`config.mk`:
```
export PLATFORM = sky130hd
export DESIGN_NAME = rx_sync_window
export DESIGN_NICKNAME = d
export VERILOG_FILES = /design/src/rtl/rx_sync_window.sv
export SDC_FILE = /design/constraint.sdc
export NUM_CORES = 1
export LEC_CHECK = 0
export CAP_MARGIN = 25
export CORE_ASPECT_RATIO = 1.4
export CORE_MARGIN = 3
export CORE_UTILIZATION = 40
export CTS_BUF_LIST = sky130_fd_sc_hd__clkbuf_16
export CTS_CLUSTER_DIAMETER = 50
export CTS_CLUSTER_SIZE = 16
export DETAILED_ROUTE_END_ITERATION = 8
export HOLD_SLACK_MARGIN = 0.08
export PLACE_DENSITY = 0.65
export SLEW_MARGIN = 20
export SYNTH_ARGS = -nofsm -noshare
export SYNTH_HDL_FRONTEND = slang
export SYNTH_SLANG_ARGS = --single-unit
```
`constraint.sdc`:
```
create_clock -name clk_6M -period 5.4 [get_ports clk_6M]
set_clock_uncertainty 0.1 [all_clocks]
set_input_delay 1.08 -clock clk_6M [delete_from_list [all_inputs] [get_ports clk_6M]]
set_output_delay 1.08 -clock clk_6M [all_outputs]
set_load 0.01 [all_outputs]
```
`src/rtl/rx_sync_window.sv`:
```
// Sync-word search window: keeps a 64-bit sliding window of received bits and runs
// an IDLE/FILL/SEARCH/FOUND sequence gated by a programmable search window length.
module rx_sync_window (
   input  logic        clk_6M,
   input  logic        rstz,
   input  logic        p_1us,
   input  logic        rxbit,
   input  logic        search_start,
   input  logic        search_abort,
   input  logic [9:0]  regi_searchwin,
   input  logic        pscorr_trgp,
   output logic [63:0] sync_in,
   output logic        correWindow,
   output logic        sync_found,
   output logic        search_timeout_p
);

   typedef enum logic [1:0] {StIdle, StFill, StSearch, StFound} state_e;

   state_e     state_q, state_d;
   logic [6:0] fillcnt_q, fillcnt_d;
   logic [9:0] wincnt_q, wincnt_d;
   logic       expire;
   logic       correwin_d, found_d, timeout_d;

   // State, counters, shift register and registered outputs
   always_ff @(posedge clk_6M or negedge rstz) begin
      if (!rstz) begin
         state_q          <= StIdle;
         fillcnt_q        <= '0;
         wincnt_q         <= '0;
         sync_in          <= '0;
         correWindow      <= 1'b0;
         sync_found       <= 1'b0;
         search_timeout_p <= 1'b0;
      end else begin
         state_q          <= state_d;
         fillcnt_q        <= fillcnt_d;
         wincnt_q         <= wincnt_d;
         correWindow      <= correwin_d;
         sync_found       <= found_d;
         search_timeout_p <= timeout_d;
         if (p_1us) sync_in <= {rxbit, sync_in[63:1]};
      end
   end

   always_comb begin
      state_d   = state_q;
      fillcnt_d = fillcnt_q;
      wincnt_d  = wincnt_q;
      expire    = 1'b0;
      if (search_abort) begin
         state_d   = StIdle;
         fillcnt_d = '0;
         wincnt_d  = '0;
      end else if (search_start) begin
         // Start from any state (re)arms the fill; a coincident p_1us is not counted
         state_d   = StFill;
         fillcnt_d = '0;
         wincnt_d  = '0;
      end else if (p_1us) begin
         unique case (state_q)
            StFill: begin
               fillcnt_d = fillcnt_q + 7'd1;
               if (fillcnt_q == 7'd63) begin
                  state_d  = StSearch;
                  wincnt_d = '0;
               end
            end
            StSearch: begin
               if (pscorr_trgp) begin
                  state_d = StFound;
               end else if (wincnt_q == regi_searchwin) begin
                  state_d = StIdle;
                  expire  = 1'b1;
               end else if (wincnt_q != 10'd1023) begin
                  wincnt_d = wincnt_q + 10'd1;
               end
            end
            default: ;
         endcase
      end
   end

   always_comb begin
      correwin_d = (state_d == StSearch);
      found_d    = (state_d == StFound);
      timeout_d  = expire;
   end

endmodule

```
Wire density map:
Drawn at 3 px/µm. The die is cut into 18 by 24 equal tiles; dark purple is low, yellow is high, scaled to the fullest tile. Values are wire area over tile area, all layers added.
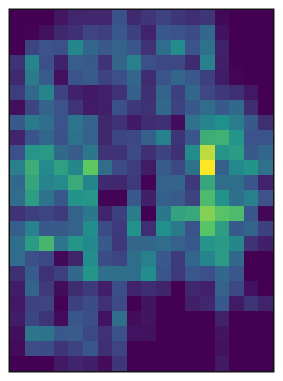
17% of the tiles are nearly empty. 8.3% of the tiles are over half the peak. The mean over all tiles is 0.11. The fullest tile reaches 0.50. The emptiest ninth of the die: lower right.
Routed Wire Length: 7520 µm
GRT Overall Usage: 15.2%
Routed wire per std cell: 15.7 µm
via count: 2,526

Clock routing:
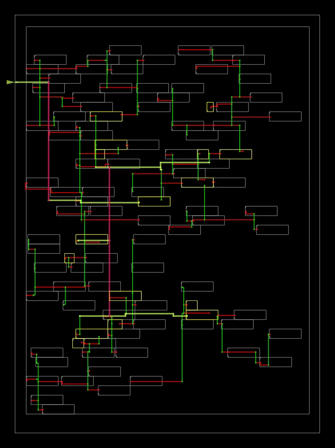
clock buffers: 9
Clock Latency Late Sink: 330 ps
flop count: 86
Sink Count: 86

Sizing map:
Drawn at 2 px/µm.
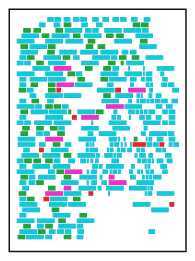
Key: green = x2 [cells 67, share 18%]; red = x3 and x4 [cells 9, share 2.4%]; cyan = x1 and smaller [cells 285, share 77%]; magenta = x6 and larger [cells 11, share 3.0%]
Non-Clock Buffer Count: 86
final setup margin: 2450 ps
Area Overhead vs Synth: 32.2%
design area: 4930 µm²

==> flow_summary.toml <==
# yosys + openroad results
[outcome]
outcome = "complete, no violations"

[pwr]
p_comb_uw = 390
power.internal_uw = 1300

[setup_path]
start_kind = "input pin"
criticalPathCategory = "in2reg"
cpMaxStageDelayCell = "or4_1"
rrSetupSlack_ps = 2810

[clock_tree]
numCtsBuffers = 9
cts_max_path_buffers = 2

[timing]
fin_crit_ps = 2950
slew-limit-headroom_pct = 43.1

[floorplan]
dieHeight_um = 120

[global_routing]
grt_max_degree = 71

[finish]
comb_area_share_pct = 30.6
inv_count = 3
nonClkBufAreaFrac_pct = 17.1

[synth]
ys.flops = 86
largest_area_cell = "dfrtp_1"

[detailed_routing]
routed_via_density = 5.27
detail-route-antenna-nets = 0
M3 wires:
Drawn at 3 px/µm.
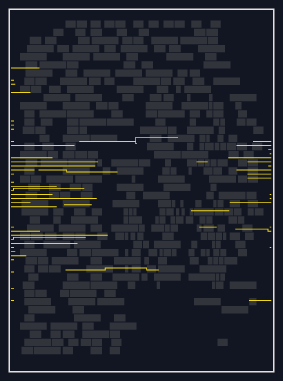
53 nets have wire on it. The layer carries 546 µm of wire.
met3 usage: 6.20%

Placement by cell class:
Drawn at 4 px/µm.
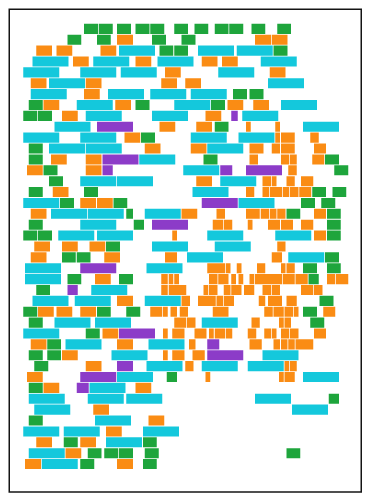
Key: green = remaining buffers and delay cells [cells 86, share of their area 18%]; purple = clock drivers and dummy loads [cells 16, share of their area 5.9%]; orange = remaining logic cells [cells 184, share of their area 32%]; cyan = registers [cells 86, share of their area 45%]
Core Region: 9080 µm²
flop share of the area: 43.6%
num rows: 41

